<file path="src/rtl/address_parser_pkg.sv">
// Shared cache geometry, trace command codes and the parsed-address record
// used by the address_parser front-end.
package mypkg;

  localparam int OFFSET_BITS = 6;
  localparam int INDEX_BITS  = 14;
  localparam int TAG_BITS    = 12;
  localparam int ADDR_BITS   = 32;

  typedef enum logic [3:0] {
    CMD_L1_DATA_RD  = 4'd0,
    CMD_L1_DATA_WR  = 4'd1,
    CMD_L1_INSTR_RD = 4'd2,
    CMD_SNOOP_INV   = 4'd3,
    CMD_SNOOP_RD    = 4'd4,
    CMD_SNOOP_WR    = 4'd5,
    CMD_SNOOP_RWIM  = 4'd6,
    CMD_CLEAR       = 4'd8,
    CMD_PRINT       = 4'd9
  } cmd_e;

  typedef struct packed {
    logic [TAG_BITS-1:0]    tag;
    logic [INDEX_BITS-1:0]  index;
    logic [OFFSET_BITS-1:0] byte_select;
  } parsed_addr_t;

  function automatic logic cmd_is_legal(input logic [3:0] code);
    logic legal;
    case (code)
      CMD_L1_DATA_RD, CMD_L1_DATA_WR, CMD_L1_INSTR_RD,
      CMD_SNOOP_INV, CMD_SNOOP_RD, CMD_SNOOP_WR, CMD_SNOOP_RWIM,
      CMD_CLEAR, CMD_PRINT: legal = 1'b1;
      default:              legal = 1'b0;
    endcase
    return legal;
  endfunction

endpackage

</file>
<file path="src/rtl/address_parser_if.sv">
// Trace-record input channel and parsed-record output channel of address_parser.
// slave = the parser's view, master = the driver/consumer side.
interface address_parser_if #(
  parameter int ADDR_BITS   = mypkg::ADDR_BITS,
  parameter int OFFSET_BITS = mypkg::OFFSET_BITS,
  parameter int INDEX_BITS  = mypkg::INDEX_BITS,
  parameter int TAG_BITS    = mypkg::TAG_BITS
);

  logic                   in_valid;
  logic                   in_ready;
  logic [3:0]             in_cmd;
  logic [ADDR_BITS-1:0]   in_address;
  logic                   out_valid;
  logic                   out_ready;
  logic [3:0]             out_cmd;
  logic [TAG_BITS-1:0]    tag;
  logic [INDEX_BITS-1:0]  index;
  logic [OFFSET_BITS-1:0] byte_select;
  logic [ADDR_BITS-1:0]   line_address;
  logic                   cmd_err;

  modport slave (
    input  in_valid, in_cmd, in_address, out_ready,
    output in_ready, out_valid, out_cmd, tag, index, byte_select,
           line_address, cmd_err
  );

  modport master (
    output in_valid, in_cmd, in_address, out_ready,
    input  in_ready, out_valid, out_cmd, tag, index, byte_select,
           line_address, cmd_err
  );

endinterface

</file>
<file path="src/rtl/address_parser_field_split.sv">
// Combinational slicer: splits a byte address into tag/index/offset,
// derives the line address and flags illegal command codes.
module address_field_split
  import mypkg::*;
#(
  parameter int ADDR_BITS   = mypkg::ADDR_BITS,
  parameter int OFFSET_BITS = mypkg::OFFSET_BITS,
  parameter int INDEX_BITS  = mypkg::INDEX_BITS,
  parameter int TAG_BITS    = mypkg::TAG_BITS
) (
  input  logic [3:0]             cmd,
  input  logic [ADDR_BITS-1:0]   address,
  output logic [TAG_BITS-1:0]    tag,
  output logic [INDEX_BITS-1:0]  index,
  output logic [OFFSET_BITS-1:0] byte_select,
  output logic [ADDR_BITS-1:0]   line_address,
  output logic                   cmd_err
);

  assign tag          = address[ADDR_BITS-1 -: TAG_BITS];
  assign index        = address[OFFSET_BITS +: INDEX_BITS];
  assign byte_select  = address[OFFSET_BITS-1:0];
  assign line_address = {address[ADDR_BITS-1:OFFSET_BITS], {OFFSET_BITS{1'b0}}};
  assign cmd_err      = !cmd_is_legal(cmd);

endmodule

</file>
<file path="src/rtl/address_parser.sv">
// Address parser pipeline stage: slices each trace record at capture time and
// holds it in a 2-entry skid buffer so one record per clock survives back-pressure.
module address_parser
  import mypkg::*;
#(
  parameter int ADDR_BITS   = mypkg::ADDR_BITS,
  parameter int OFFSET_BITS = mypkg::OFFSET_BITS,
  parameter int INDEX_BITS  = mypkg::INDEX_BITS,
  parameter int TAG_BITS    = mypkg::TAG_BITS
) (
  input  logic           clk,
  input  logic           rst_n,
  address_parser_if.slave bus
);

  if (ADDR_BITS != TAG_BITS + INDEX_BITS + OFFSET_BITS) begin : g_geom_err
    $error("address_parser: ADDR_BITS must equal TAG_BITS + INDEX_BITS + OFFSET_BITS");
  end

  localparam logic [1:0] ST_EMPTY = 2'd0;
  localparam logic [1:0] ST_ONE   = 2'd1;
  localparam logic [1:0] ST_FULL  = 2'd2;

  typedef struct packed {
    logic [3:0]             cmd;
    logic                   err;
    logic [TAG_BITS-1:0]    tag;
    logic [INDEX_BITS-1:0]  index;
    logic [OFFSET_BITS-1:0] byte_select;
    logic [ADDR_BITS-1:0]   line_address;
  } entry_t;

  logic [1:0] state_q, state_d;
  entry_t     head_q, head_d;   // oldest entry, drives the outputs directly
  entry_t     tail_q, tail_d;
  entry_t     new_entry;
  logic       accept, pop;

  address_field_split #(
    .ADDR_BITS  (ADDR_BITS),
    .OFFSET_BITS(OFFSET_BITS),
    .INDEX_BITS (INDEX_BITS),
    .TAG_BITS   (TAG_BITS)
  ) u_split (
    .cmd         (bus.in_cmd),
    .address     (bus.in_address),
    .tag         (new_entry.tag),
    .index       (new_entry.index),
    .byte_select (new_entry.byte_select),
    .line_address(new_entry.line_address),
    .cmd_err     (new_entry.err)
  );
  assign new_entry.cmd = bus.in_cmd;

  assign bus.in_ready  = (state_q != ST_FULL);
  assign bus.out_valid = (state_q != ST_EMPTY);
  assign accept        = bus.in_valid && bus.in_ready;
  assign pop           = bus.out_valid && bus.out_ready;

  always_comb begin
    state_d = state_q;
    head_d  = head_q;
    tail_d  = tail_q;
    case (state_q)
      ST_EMPTY: begin
        if (accept) begin
          head_d  = new_entry;
          state_d = ST_ONE;
        end
      end
      ST_ONE: begin
        if (accept && pop) begin
          head_d = new_entry;
        end else if (accept) begin
          tail_d  = new_entry;
          state_d = ST_FULL;
        end else if (pop) begin
          state_d = ST_EMPTY;
        end
      end
      ST_FULL: begin
        // in_ready is low here, so only a pop can happen
        if (pop) begin
          head_d  = tail_q;
          state_d = ST_ONE;
        end
      end
      default: state_d = ST_EMPTY;
    endcase
  end

  always_ff @(posedge clk or negedge rst_n) begin
    if (!rst_n) begin
      state_q <= ST_EMPTY;
      head_q  <= '0;
      tail_q  <= '0;
    end else begin
      state_q <= state_d;
      head_q  <= head_d;
      tail_q  <= tail_d;
    end
  end

  assign bus.out_cmd      = head_q.cmd;
  assign bus.cmd_err      = head_q.err;
  assign bus.tag          = head_q.tag;
  assign bus.index        = head_q.index;
  assign bus.byte_select  = head_q.byte_select;
  assign bus.line_address = head_q.line_address;

endmodule

</file>
<file path="src/flat_wrapper.sv">
// flat-port wrapper written by rule: the top's interface ports become plain ports
module address_parser_flat import mypkg::*;
#(
  parameter int ADDR_BITS   = mypkg::ADDR_BITS,
  parameter int OFFSET_BITS = mypkg::OFFSET_BITS,
  parameter int INDEX_BITS  = mypkg::INDEX_BITS,
  parameter int TAG_BITS    = mypkg::TAG_BITS
)
  (clk, rst_n, bus_in_valid, bus_in_cmd, bus_in_address, bus_out_ready, bus_in_ready, bus_out_valid, bus_out_cmd, bus_tag, bus_index, bus_byte_select, bus_line_address, bus_cmd_err);
  address_parser_if #(.ADDR_BITS(ADDR_BITS), .OFFSET_BITS(OFFSET_BITS), .INDEX_BITS(INDEX_BITS), .TAG_BITS(TAG_BITS)) bus_i ();
  input  logic clk;
  input  logic rst_n;
  input wire logic [$bits(bus_i.in_valid)-1:0] bus_in_valid;
  input wire logic [$bits(bus_i.in_cmd)-1:0] bus_in_cmd;
  input wire logic [$bits(bus_i.in_address)-1:0] bus_in_address;
  input wire logic [$bits(bus_i.out_ready)-1:0] bus_out_ready;
  output wire logic [$bits(bus_i.in_ready)-1:0] bus_in_ready;
  output wire logic [$bits(bus_i.out_valid)-1:0] bus_out_valid;
  output wire logic [$bits(bus_i.out_cmd)-1:0] bus_out_cmd;
  output wire logic [$bits(bus_i.tag)-1:0] bus_tag;
  output wire logic [$bits(bus_i.index)-1:0] bus_index;
  output wire logic [$bits(bus_i.byte_select)-1:0] bus_byte_select;
  output wire logic [$bits(bus_i.line_address)-1:0] bus_line_address;
  output wire logic [$bits(bus_i.cmd_err)-1:0] bus_cmd_err;
  assign bus_i.in_valid = bus_in_valid;
  assign bus_i.in_cmd = bus_in_cmd;
  assign bus_i.in_address = bus_in_address;
  assign bus_i.out_ready = bus_out_ready;
  assign bus_in_ready = bus_i.in_ready;
  assign bus_out_valid = bus_i.out_valid;
  assign bus_out_cmd = bus_i.out_cmd;
  assign bus_tag = bus_i.tag;
  assign bus_index = bus_i.index;
  assign bus_byte_select = bus_i.byte_select;
  assign bus_line_address = bus_i.line_address;
  assign bus_cmd_err = bus_i.cmd_err;
  address_parser #(.ADDR_BITS(ADDR_BITS), .OFFSET_BITS(OFFSET_BITS), .INDEX_BITS(INDEX_BITS), .TAG_BITS(TAG_BITS)) u_core (.clk(clk), .rst_n(rst_n), .bus(bus_i));
endmodule
</file>
<file path="config.mk">
export PLATFORM = sky130hd
export DESIGN_NAME = address_parser_flat
export DESIGN_NICKNAME = d
export VERILOG_FILES = /design/src/rtl/address_parser_pkg.sv /design/src/rtl/address_parser_if.sv /design/src/rtl/address_parser_field_split.sv /design/src/rtl/address_parser.sv /design/src/flat_wrapper.sv
export SDC_FILE = /design/constraint.sdc
export NUM_CORES = 1
export LEC_CHECK = 0
export CAP_MARGIN = 40
export CORE_ASPECT_RATIO = 1.25
export CORE_MARGIN = 2
export CORE_UTILIZATION = 47
export CTS_BUF_LIST = sky130_fd_sc_hd__clkbuf_8 sky130_fd_sc_hd__clkbuf_16
export DETAILED_ROUTE_END_ITERATION = 12
export MAX_ROUTING_LAYER = met4
export PLACE_DENSITY = 0.8
export SYNTH_ARGS = -nofsm -noshare
export SYNTH_HDL_FRONTEND = slang
export SYNTH_SLANG_ARGS = --single-unit
</file>
<file path="constraint.sdc">
create_clock -name clk -period 3.2 [get_ports clk]
set_input_delay 0.32 -clock clk [delete_from_list [all_inputs] [get_ports clk]]
set_output_delay 0.32 -clock clk [all_outputs]
set_load 0.1 [all_outputs]
</file>
==> reports/qor.json, run 1 <==
{
  "synth.cellmix.xorXnorShare": {"value": 0},
  "routed.top_layer": {"value": "met4"},
  "place.port_buffers": {"value": 104},
  "layout_min_cycle_time": {"value": 2.162, "unit": "ns"},
  "initial_utilization": {"value": 0.4888},
  "cts_made_buffers": {"value": 9},
  "area_share_nonclk_buffers": {"value": 0.3669},
  "timing.critical_path.cells": {"value": "nor2b_4 -> inv_1 -> buf_4"},
  "initial_antenna_violation_count": {"value": 0},
  "crit_required": {"value": 2.88, "unit": "ns"},
  "route.met2.wl": {"value": 4644, "unit": "um"},
  "post_synth_fa_ha_maj_area_fraction": {"value": 0},
  "synthArstFlopShare": {"value": 1.000},
  "largest_register_ffs": {"value": 37},
  "grt_util_met1": {"value": 0.2306},
  "lay_top_count": {"value": "sky130_fd_sc_hd__mux2_2"},
  "yosysTopAreaCell": {"value": "sky130_fd_sc_hd__dfrtp_1"},
  "path_buffers": {"value": 2},
  "worstPathMaxFanout": {"value": 20},
  "critical_path_cell_count": {"value": 3},
  "numClockSinks": {"value": 76},
  "wirelength_met1": {"value": 3091, "unit": "um"},
  "arrival": {"value": 1.84, "unit": "ns"},
  "cts_setup_buffers": {"value": 0},
  "maxSlewViolCount": {"value": 0},
  "initialDrtViolationCount": {"value": 48},
  "worst_path_max_delay_cell": {"value": "sky130_fd_sc_hd__nor2b_4"},
  "reg2reg_setup_slack": {"value": 1.09, "unit": "ns"},
  "floorplan.io_pins": {"value": 111},
  "post-dp-hpwl": {"value": 6223, "unit": "um"},
  "comb_cells": {"value": 135},
  "tritoncts_clock_tree": {"value": "done"},
  "timing.fmax": {"value": 462.6, "unit": "MHz"},
  "final_layout_size_suffix_gt1_frac": {"value": 0.4900},
  "floorplan.die_area": {"value": 8418, "unit": "sq um"},
  "drtPass1Iterations": {"value": 4},
  "tapcells_inserted": {"value": 92},
  "synth-area-yosys": {"value": 3617, "unit": "sq um"},
  "rr_startpoint": {"value": "u_core.state_q[1]$_DFFE_PN0P_"},
  "setup_viol": {"value": 0},
  "synth.cellmix.compoundShare": {"value": 0.01972},
  "setup-tns-final": {"value": 0, "unit": "ns"},
  "ys_seq_elements": {"value": 76},
  "max-slew-margin-rel": {"value": 0.5958},
  "yosysCellCount": {"value": 252},
  "yosys_warnings": {"value": 0},
  "via_per_inst": {"value": 4.998},
  "top_cells_by_area": {"value": "sky130_fd_sc_hd__dfrtp_1 (53%), sky130_fd_sc_hd__mux2_2 (33%), sky130_fd_sc_hd__buf_4 (7.5%), sky130_fd_sc_hd__buf_6 (1.2%), sky130_fd_sc_hd__mux2_1 (0.62%)"},
  "critPathLaunch": {"value": "u_core.state_q[1]$_DFFE_PN0P_"},
  "ant_nets": {"value": 0},
  "post_cts.resized_instances": {"value": 0},
  "yosys.cell_count.top_type": {"value": "sky130_fd_sc_hd__mux2_2"},
  "grt_util_met3": {"value": 0.05742},
  "clk_transition_reported_paths": {"value": 0.08, "unit": "ns"},
  "comb_area_share": {"value": 0.2458},
  "grt_first_pass_wirelength": {"value": 12900, "unit": "um"},
  "num_vias": {"value": 2469},
  "timing_worst_slew_pin_value": {"value": 0.6050, "unit": "ns"},
  "flip_flops_with_a_built_in_enable": {"value": 0},
  "synthFlopType": {"value": "sky130_fd_sc_hd__dfrtp_1"},
  "finalHoldViolations": {"value": 0},
  "registers.top_by_ff_count": {"value": "u_core.tail_q"},
  "grt_overflow": {"value": 0},
  "synth.comb.largest_family": {"value": "multiplexers"},
  "synth.mux.area_fraction": {"value": 0.3390},
  "clkLatencyLatePin": {"value": 0.34, "unit": "ns"},
  "critPathLaunchType": {"value": "flop"},
  "multi_input_comb_area": {"value": 1396, "unit": "sq um"},
  "cts.hold.buffers_added": {"value": 1},
  "clockBufferCount": {"value": 11},
  "top_area_cell_class": {"value": "non-clock buffers"},
  "setup.worst_path.end_class": {"value": "output pin"},
  "area.share.sequential": {"value": 0.3347},
  "ctsLongestPathBuffers": {"value": 2},
  "h_tree_depth": {"value": 3},
  "maxCapViolations": {"value": 0},
  "use_met2": {"value": 0.3809},
  "dr_wl_met3": {"value": 346, "unit": "um"},
  "first_global_vias": {"value": 2659},
  "synthesis.area": {"value": 3617, "unit": "sq um"},
  "detailed_route_wire_length": {"value": 8187, "unit": "um"},
  "ys_seq_frac": {"value": 0.5258},
  "timing_worst_setup_path_type": {"value": "flop to output pin"},
  "clock-root-buffer": {"value": "sky130_fd_sc_hd__clkbuf_8"},
  "average_cell_area_after_synthesis": {"value": 14.35, "unit": "sq um"},
  "synthesis.instances": {"value": 252},
  "grt_setup_unrepaired": {"value": "no"},
  "antenna_diode_count": {"value": 0},
  "worst_r2r_path_depth": {"value": 4},
  "max_stage_delay": {"value": 0.58, "unit": "ns"},
  "worst_setup_slack_post_dpl": {"value": 0.8395, "unit": "ns"},
  "place.detailed.instances": {"value": 478},
  "netlist_top_cells_count": {"value": "sky130_fd_sc_hd__mux2_2 (106), sky130_fd_sc_hd__dfrtp_1 (76), sky130_fd_sc_hd__buf_4 (36), sky130_fd_sc_hd__buf_6 (4)"},
  "grt_max_degree": {"value": 41},
  "grt_busiest_layer": {"value": "met2"},
  "final_net_count": {"value": 438},
  "netlist-cell-type-count": {"value": 26},
  "yosysTopAreaCellShare": {"value": 0.5258},
  "finalWeightedCongestion": {"value": 0.6902},
  "stage_log_warning_count": {"value": 26},
  "timing.rr.end": {"value": "u_core.bus.tag[1]$_DFFE_PN0P_"},
  "seq_cell_count": {"value": 76},
  "crit_end": {"value": "bus_in_ready"},
  "worst_clock_skew": {"value": 0.007335, "unit": "ns"},
  "final_min_period_over_clock_period": {"value": 0.6755},
  "worst_path_dominant_cell_family": {"value": "simple AND/OR/NAND/NOR gates"},
  "globalRouteTotalUtil": {"value": 0.2127},
  "n_all_inverters": {"value": 2},
  "nNonClkBuffers": {"value": 174},
  "final_critical_path_setup_slack": {"value": 1.038, "unit": "ns"},
  "simple_logic_cell_fraction_of_the_synthesized_area": {"value": 0.01972},
  "sequential_cell_area": {"value": 1902, "unit": "sq um"},
  "status": {"value": "finished, final reports clean"},
  "floorplan.rows": {"value": 35},
  "layout.clock.cell_area_share": {"value": 0.03105},
  "final_layout_top_logic_cells": {"value": "sky130_fd_sc_hd__mux2_2 (106), sky130_fd_sc_hd__clkdlybuf4s50_1 (101), sky130_fd_sc_hd__dfrtp_1 (76)"},
  "nFillCells": {"value": 437},
  "drt-wirelength-per-cell": {"value": 16.57, "unit": "um"},
  "drc": {"value": 0},
  "min_path_type": {"value": "input pin to asynchronous set/reset pin"},
  "finalNonFillerCells": {"value": 494},
  "syn2layout_area_growth": {"value": 57.07, "unit": "%"}
}
run 1: per-stage QoR:
stage	hold WS, ns	utilization	instance area (sq um)
2_1_floorplan	0.02441	-	3636
3_3_place_gp	0.4825	0.6086	4504
3_5_place_dp	0.3191	0.7425	5495
4_1_cts	0.4854	0.7677	5682
5_1_grt	0.5016	0.7677	5682
6_report	0.4767	0.7677	5682
run 1: cell families after synthesis:
group           after synthesis
mux                         109
compound gates                9
other cells                   1
simple gates                 11
buf+inv                      46
flops                        76
**Run 1: power grid**

Drawn at 4 px/um. Pins as bars on the die edge.
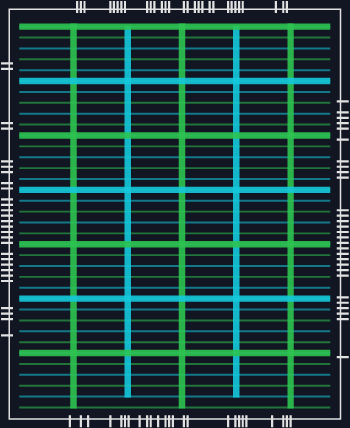
Key: VSS = green; VDD = cyan
36 met1 rails follow the rows. The core has 35 rows. 7 straps on met5. 5 straps on met4. 111 signal pins sit on the boundary.
chip width: 82.47 um
core area: 7401 sq um
die height: 102.1 um

**Run 1: metal layers overlaid**

Drawn at 4 px/um. Only two layers are drawn.
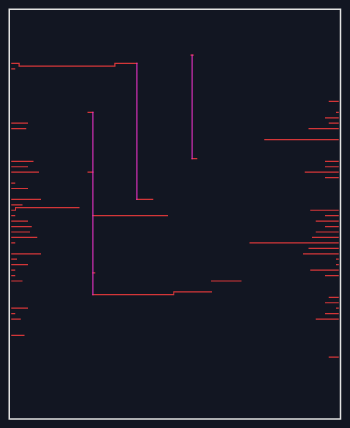
Key: metal 3 = red [wire length 347 um]; metal 4 = magenta [wire length 105 um]

**Run 1: placed cells, one colour a class**

Drawn at 3 px/um. Fill, decap, tap and diode cells in grey.
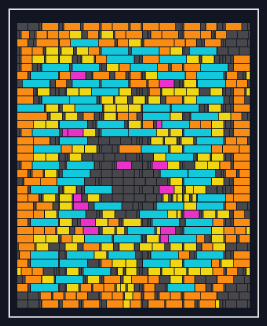
Key: flops = cyan [cells 76]; clock drivers and dummy loads = magenta [cells 15]; other buffers and delay cells = orange [cells 174]; combinational and other logic = yellow [cells 137]

## Run 2: what changed since run 1
==> constraint.sdc (replaced) <==
create_clock -name clk -period 2.2 [get_ports clk]
set_input_delay 0.22 -clock clk [delete_from_list [all_inputs] [get_ports clk]]
set_output_delay 0.22 -clock clk [all_outputs]
set_load 0.1 [all_outputs]
**Run 2: placed cells, one colour a class**

Drawn at 3 px/um. Fill, decap, tap and diode cells in grey.
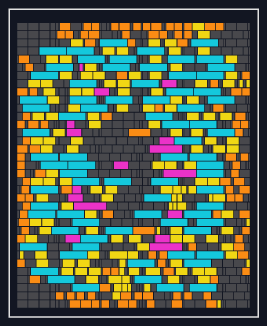
Key: clock drivers and dummy loads = magenta [cells 16]; flops = cyan [cells 76]; other buffers and delay cells = orange [cells 112]; combinational and other logic = yellow [cells 137]
cell area after layout: 4648 sq um
total number of placement rows: 35
Final Core Density: 0.6281
Seq/total area: 0.4092

==> run 2 against run 1 <==
Effect of this change: sequential cell count stayed put; register-to-register slack worse by 0.67 ns; synthesized cell count unchanged; utilization decreased by 14 points; worst hold slack got worse by 0.12 ns; global-route usage decreased by 3.8 points; non-clock buffer count shrank 62; first-iteration DRC count increased by 50%; critical endpoint unchanged; highest routed layer unchanged.
==> reports/qor.json, run 2 <==
{
  "layout.clock.cell_area_share": {"value": 0.05680},
  "flip_flops_with_a_built_in_enable": {"value": 0},
  "setup.worst_path.end_class": {"value": "output pin"},
  "yosys_warnings": {"value": 0},
  "grt_setup_unrepaired": {"value": "no"},
  "syn2layout_area_growth": {"value": 28.50, "unit": "%"},
  "worst_r2r_path_depth": {"value": 4},
  "yosysTopAreaCell": {"value": "sky130_fd_sc_hd__dfrtp_1"},
  "multi_input_comb_area": {"value": 1396, "unit": "sq um"},
  "finalHoldViolations": {"value": 0},
  "initialDrtViolationCount": {"value": 72},
  "nFillCells": {"value": 585},
  "cts_made_buffers": {"value": 9},
  "comb_cells": {"value": 135},
  "via_per_inst": {"value": 5.106},
  "drt-wirelength-per-cell": {"value": 15.39, "unit": "um"},
  "reg2reg_setup_slack": {"value": 0.42, "unit": "ns"},
  "numClockSinks": {"value": 76},
  "grt_busiest_layer": {"value": "met2"},
  "routed.top_layer": {"value": "met4"},
  "first_global_vias": {"value": 2163},
  "route.met2.wl": {"value": 3456, "unit": "um"},
  "dr_wl_met3": {"value": 388, "unit": "um"},
  "lay_top_count": {"value": "sky130_fd_sc_hd__mux2_2"},
  "clkLatencyLatePin": {"value": 0.34, "unit": "ns"},
  "synthesis.instances": {"value": 252},
  "num_vias": {"value": 2211},
  "maxSlewViolCount": {"value": 0},
  "yosys.cell_count.top_type": {"value": "sky130_fd_sc_hd__mux2_2"},
  "place.port_buffers": {"value": 104},
  "floorplan.core_area": {"value": 7401, "unit": "sq um"},
  "synth.mux.area_fraction": {"value": 0.3390},
  "grt_max_degree": {"value": 43},
  "arrival": {"value": 1.75, "unit": "ns"},
  "floorplan.die_area": {"value": 8418, "unit": "sq um"},
  "nNonClkBuffers": {"value": 112},
  "critPathLaunch": {"value": "u_core.state_q[0]$_DFFE_PN0P_"},
  "synth.cellmix.compoundShare": {"value": 0.01972},
  "area_share_nonclk_buffers": {"value": 0.2073},
  "finalWeightedCongestion": {"value": 0.7095},
  "sequential_cell_area": {"value": 1902, "unit": "sq um"},
  "rr_startpoint": {"value": "u_core.state_q[0]$_DFFE_PN0P_"},
  "synthFlopType": {"value": "sky130_fd_sc_hd__dfrtp_1"},
  "timing_worst_setup_path_type": {"value": "flop to output pin"},
  "h_tree_depth": {"value": 3},
  "timing.rr.end": {"value": "u_core.bus.index[8]$_DFFE_PN0P_"},
  "use_met2": {"value": 0.2847},
  "max_stage_delay": {"value": 0.50, "unit": "ns"},
  "min_path_type": {"value": "input pin to asynchronous set/reset pin"},
  "finalNonFillerCells": {"value": 433},
  "post_cts.resized_instances": {"value": 0},
  "final_net_count": {"value": 376},
  "drc": {"value": 0},
  "synthArstFlopShare": {"value": 1.000},
  "detailed_route_wire_length": {"value": 6664, "unit": "um"},
  "post_synth_fa_ha_maj_area_fraction": {"value": 0},
  "average_cell_area_after_synthesis": {"value": 14.35, "unit": "sq um"},
  "grt_overflow": {"value": 0},
  "seq_cell_count": {"value": 76},
  "tapcells_inserted": {"value": 92},
  "dieWidth": {"value": 82.47, "unit": "um"},
  "stage_log_warning_count": {"value": 26},
  "antenna_diode_count": {"value": 0},
  "synth.cellmix.xorXnorShare": {"value": 0},
  "final_layout_top_logic_cells": {"value": "sky130_fd_sc_hd__mux2_2 (106), sky130_fd_sc_hd__dfrtp_1 (76), sky130_fd_sc_hd__buf_4 (71)"},
  "post_dp_cell_area": {"value": 4374, "unit": "sq um"},
  "tritoncts_clock_tree": {"value": "done"},
  "synthesis.area": {"value": 3617, "unit": "sq um"},
  "setup-tns-final": {"value": 0, "unit": "ns"},
  "synth.comb.largest_family": {"value": "multiplexers"},
  "ant_nets": {"value": 0},
  "wirelength_met1": {"value": 2719, "unit": "um"},
  "initial_utilization": {"value": 0.4888},
  "post-dp-hpwl": {"value": 4648, "unit": "um"},
  "maxCapViolations": {"value": 0},
  "place.detailed.instances": {"value": 416},
  "clk_transition_reported_paths": {"value": 0.08, "unit": "ns"},
  "grt_util_met1": {"value": 0.2069},
  "worst_hold_slack": {"value": 0.3526, "unit": "ns"},
  "final_min_period_over_clock_period": {"value": 0.8967},
  "synth-area-yosys": {"value": 3617, "unit": "sq um"},
  "registers.top_by_ff_count": {"value": "u_core.tail_q"},
  "crit_required": {"value": 1.98, "unit": "ns"},
  "grt_first_pass_wirelength": {"value": 10560, "unit": "um"},
  "ys_seq_frac": {"value": 0.5258},
  "top_cell_by_count_worst_path": {"value": "sky130_fd_sc_hd__buf_4"},
  "netlist-cell-type-count": {"value": 26},
  "worst_clock_skew": {"value": 0.008284, "unit": "ns"},
  "final_layout_size_suffix_gt1_frac": {"value": 0.5806},
  "netlist_top_cells_count": {"value": "sky130_fd_sc_hd__mux2_2 (106), sky130_fd_sc_hd__dfrtp_1 (76), sky130_fd_sc_hd__buf_4 (36), sky130_fd_sc_hd__buf_6 (4)"},
  "timing.critical_path.cells": {"value": "nor2b_4 -> buf_4 -> inv_1 -> buf_4"},
  "crit_end": {"value": "bus_in_ready"},
  "simple_logic_cell_fraction_of_the_synthesized_area": {"value": 0.01972},
  "initial_antenna_violation_count": {"value": 0},
  "n_all_inverters": {"value": 2},
  "clock-root-buffer": {"value": "sky130_fd_sc_hd__clkbuf_8"},
  "cts.hold.buffers_added": {"value": 1},
  "final_critical_path_setup_slack": {"value": 0.2273, "unit": "ns"},
  "worstPathMaxFanout": {"value": 25},
  "setup_viol": {"value": 0},
  "critPathLaunchType": {"value": "flop"},
  "floorplan.io_pins": {"value": 111},
  "grt_util_met3": {"value": 0.03799},
  "worst_setup_slack_post_dpl": {"value": 0.2278, "unit": "ns"},
  "yosysTopAreaCellShare": {"value": 0.5258},
  "top_area_cell_class": {"value": "registers"},
  "layout_min_cycle_time": {"value": 1.973, "unit": "ns"},
  "worst_path_max_delay_cell": {"value": "sky130_fd_sc_hd__dfrtp_1"},
  "ys_seq_elements": {"value": 76},
  "drtPass1Iterations": {"value": 4},
  "ctsLongestPathBuffers": {"value": 2},
  "clockBufferCount": {"value": 9},
  "die_height": {"value": 102.1, "unit": "um"},
  "status": {"value": "finished, final reports clean"},
  "critical_path_cell_count": {"value": 4},
  "worst_path_dominant_cell_family": {"value": "buffers and inverters"},
  "timing.fmax": {"value": 506.9, "unit": "MHz"},
  "path_buffers": {"value": 3},
  "comb_area_share": {"value": 0.3004},
  "globalRouteTotalUtil": {"value": 0.1745},
  "yosysCellCount": {"value": 252},
  "top_cells_by_area": {"value": "sky130_fd_sc_hd__dfrtp_1 (53%), sky130_fd_sc_hd__mux2_2 (33%), sky130_fd_sc_hd__buf_4 (7.5%), sky130_fd_sc_hd__buf_6 (1.2%), sky130_fd_sc_hd__mux2_1 (0.62%)"},
  "largest_register_ffs": {"value": 37},
  "cts_setup_buffers": {"value": 0}
}
**Run 2: clock distribution**

Drawn at 6 px/um.
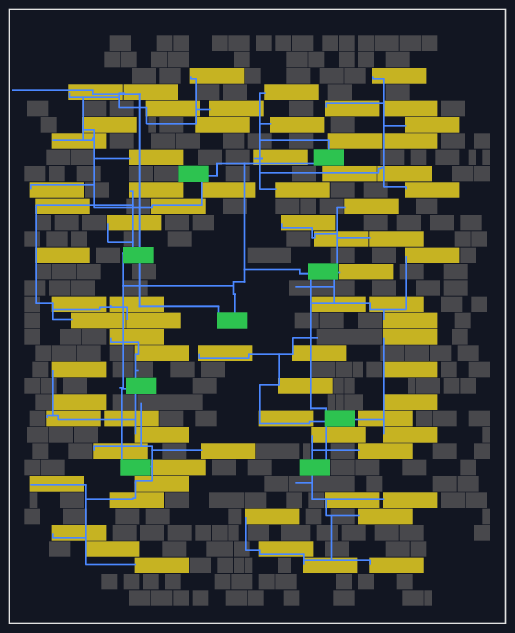
Key: clock wires = blue [length 875 um]; flip-flops = yellow [count 76]; clock drivers = green [count 9]
There are 10 routed clock nets.

-- run 2: netlist changes by cell type in the layout (fill, tap and decap cells not counted) --
| cell | change |
|---|---|
| sky130_fd_sc_hd__clkinv_4 | +1 |
| sky130_fd_sc_hd__clkbuf_8 | -2 |
| sky130_fd_sc_hd__buf_8 | -61 |
| sky130_fd_sc_hd__clkinvlp_4 | -1 |
| sky130_fd_sc_hd__buf_4 | +64 |
| sky130_fd_sc_hd__clkinv_2 | -2 |
| sky130_fd_sc_hd__buf_16 | -2 |
| sky130_fd_sc_hd__clkdlybuf4s50_1 | -63 |
| sky130_fd_sc_hd__bufinv_16 | +4 |
| sky130_fd_sc_hd__inv_1 | +1 |
## Run 3: what changed since run 2
--- a/config.mk
+++ b/config.mk
@@ -8,11 +8,11 @@
 export CAP_MARGIN = 40
 export CORE_ASPECT_RATIO = 1.25
 export CORE_MARGIN = 2
-export CORE_UTILIZATION = 47
+export CORE_UTILIZATION = 45
 export CTS_BUF_LIST = sky130_fd_sc_hd__clkbuf_8 sky130_fd_sc_hd__clkbuf_16
 export DETAILED_ROUTE_END_ITERATION = 12
 export MAX_ROUTING_LAYER = met4
-export PLACE_DENSITY = 0.8
+export PLACE_DENSITY = 0.77
 export SYNTH_ARGS = -nofsm -noshare
 export SYNTH_HDL_FRONTEND = slang
 export SYNTH_SLANG_ARGS = --single-unit
**Run 3: cell placement**

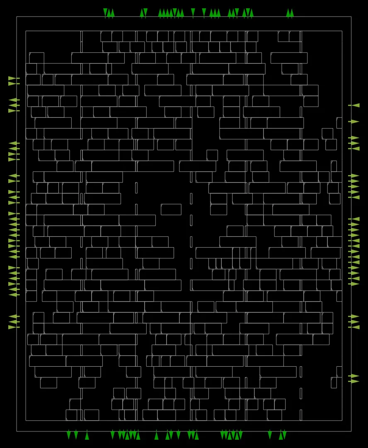
Seq/total area: 0.4078
core area: 7792 sq um

**Run 3: placed cells, one colour a class**

Drawn at 3 px/um. Fill, decap, tap and diode cells in grey.
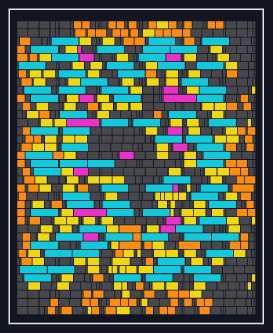
Key: clock drivers and dummy loads = magenta [cells 16]; flops = cyan [cells 76]; other buffers and delay cells = orange [cells 112]; combinational and other logic = yellow [cells 137]
cell area after layout: 4663 sq um
total number of placement rows: 36

==> run 3 against run 2 <==
Effect of this change: utilization fell by 3.0 points; cell count rose by 0.69%; via count rose by 0.27%; highest routed layer unchanged; die area rose by 4.2%; sequential share of layout area fell by 0.13 points; critical path type unchanged; register-to-register slack improved by 0.07 ns; worst hold slack improved by 0.057 ns.
==> reports/qor.json, run 3 <==
{
  "h_tree_depth": {"value": 3},
  "worst_r2r_path_depth": {"value": 4},
  "setup_viol": {"value": 0},
  "maxCapViolations": {"value": 0},
  "max-slew-margin-rel": {"value": 0.6080},
  "timing.rr.end": {"value": "u_core.bus.index[8]$_DFFE_PN0P_"},
  "layout_min_cycle_time": {"value": 1.856, "unit": "ns"},
  "tritoncts_clock_tree": {"value": "done"},
  "crit_end": {"value": "bus_in_ready"},
  "antenna_diode_count": {"value": 0},
  "post_dp_cell_area": {"value": 4403, "unit": "sq um"},
  "grt_util_met1": {"value": 0.1931},
  "use_met2": {"value": 0.2596},
  "nFillCells": {"value": 656},
  "drt-wirelength-per-cell": {"value": 15.21, "unit": "um"},
  "finalWeightedCongestion": {"value": 0.7087},
  "synth.mux.area_fraction": {"value": 0.3390},
  "final_layout_size_suffix_gt1_frac": {"value": 0.5806},
  "post_synth_fa_ha_maj_area_fraction": {"value": 0},
  "setup-tns-final": {"value": 0, "unit": "ns"},
  "post-dp-hpwl": {"value": 4672, "unit": "um"},
  "finalCoreUtilization": {"value": 0.5984},
  "seq_cell_count": {"value": 76},
  "clk_transition_reported_paths": {"value": 0.08, "unit": "ns"},
  "synthesis.instances": {"value": 252},
  "flip_flops_with_a_built_in_enable": {"value": 0},
  "grt_util_met3": {"value": 0.04127},
  "grt_setup_unrepaired": {"value": "no"},
  "top_cells_by_area": {"value": "sky130_fd_sc_hd__dfrtp_1 (53%), sky130_fd_sc_hd__mux2_2 (33%), sky130_fd_sc_hd__buf_4 (7.5%), sky130_fd_sc_hd__buf_6 (1.2%), sky130_fd_sc_hd__mux2_1 (0.62%)"},
  "ant_nets": {"value": 0},
  "via_per_inst": {"value": 5.085},
  "rr_startpoint": {"value": "u_core.state_q[1]$_DFFE_PN0P_"},
  "worst_hold_slack": {"value": 0.4101, "unit": "ns"},
  "synthArstFlopShare": {"value": 1.000},
  "arrival": {"value": 1.64, "unit": "ns"},
  "wirelength_met1": {"value": 2797, "unit": "um"},
  "ys_seq_elements": {"value": 76},
  "crit_required": {"value": 1.98, "unit": "ns"},
  "yosysTopAreaCellShare": {"value": 0.5258},
  "tapcells_inserted": {"value": 95},
  "first_global_vias": {"value": 2279},
  "status": {"value": "finished, final reports clean"},
  "final_net_count": {"value": 376},
  "floorplan.die_area": {"value": 8776, "unit": "sq um"},
  "clockBufferCount": {"value": 11},
  "worst_clock_skew": {"value": 0.005747, "unit": "ns"},
  "dieWidth": {"value": 84.19, "unit": "um"},
  "finalHoldViolations": {"value": 0},
  "netlist-cell-type-count": {"value": 26},
  "grt_max_degree": {"value": 48},
  "grt_overflow": {"value": 0},
  "worst_path_dominant_cell_family": {"value": "buffers and inverters"},
  "stage_log_warning_count": {"value": 26},
  "clock-root-buffer": {"value": "sky130_fd_sc_hd__clkbuf_8"},
  "place.port_buffers": {"value": 104},
  "top_area_cell_class": {"value": "registers"},
  "route.met2.wl": {"value": 3329, "unit": "um"}
}
==> run 3: cell types whose count changed in the layout (fill, tap and decap cells not counted) <==
cell / delta
sky130_fd_sc_hd__clkbuf_8: +2
sky130_fd_sc_hd__clkinvlp_4: -1
sky130_fd_sc_hd__buf_4: -2
sky130_fd_sc_hd__clkinv_4: -1
sky130_fd_sc_hd__buf_12: +2
sky130_fd_sc_hd__bufinv_16: -1
sky130_fd_sc_hd__clkinv_2: +1
==> run 3: timing repair <==
action	in CTS	in global routing
hold buffers	1	0
endpoints found under the setup margin	0	0
endpoints found under the hold margin	46	0
==> run 3: kinds of logic (layout without fill, tap and decap cells) <==
logic type / after synthesis / after routing
AOI/OAI and AO/OA: 9 / 9
and+or+nand+nor: 11 / 11
DFF: 76 / 76
other: 1 / 6
muxes: 109 / 109
buffers and inverters: 46 / 130
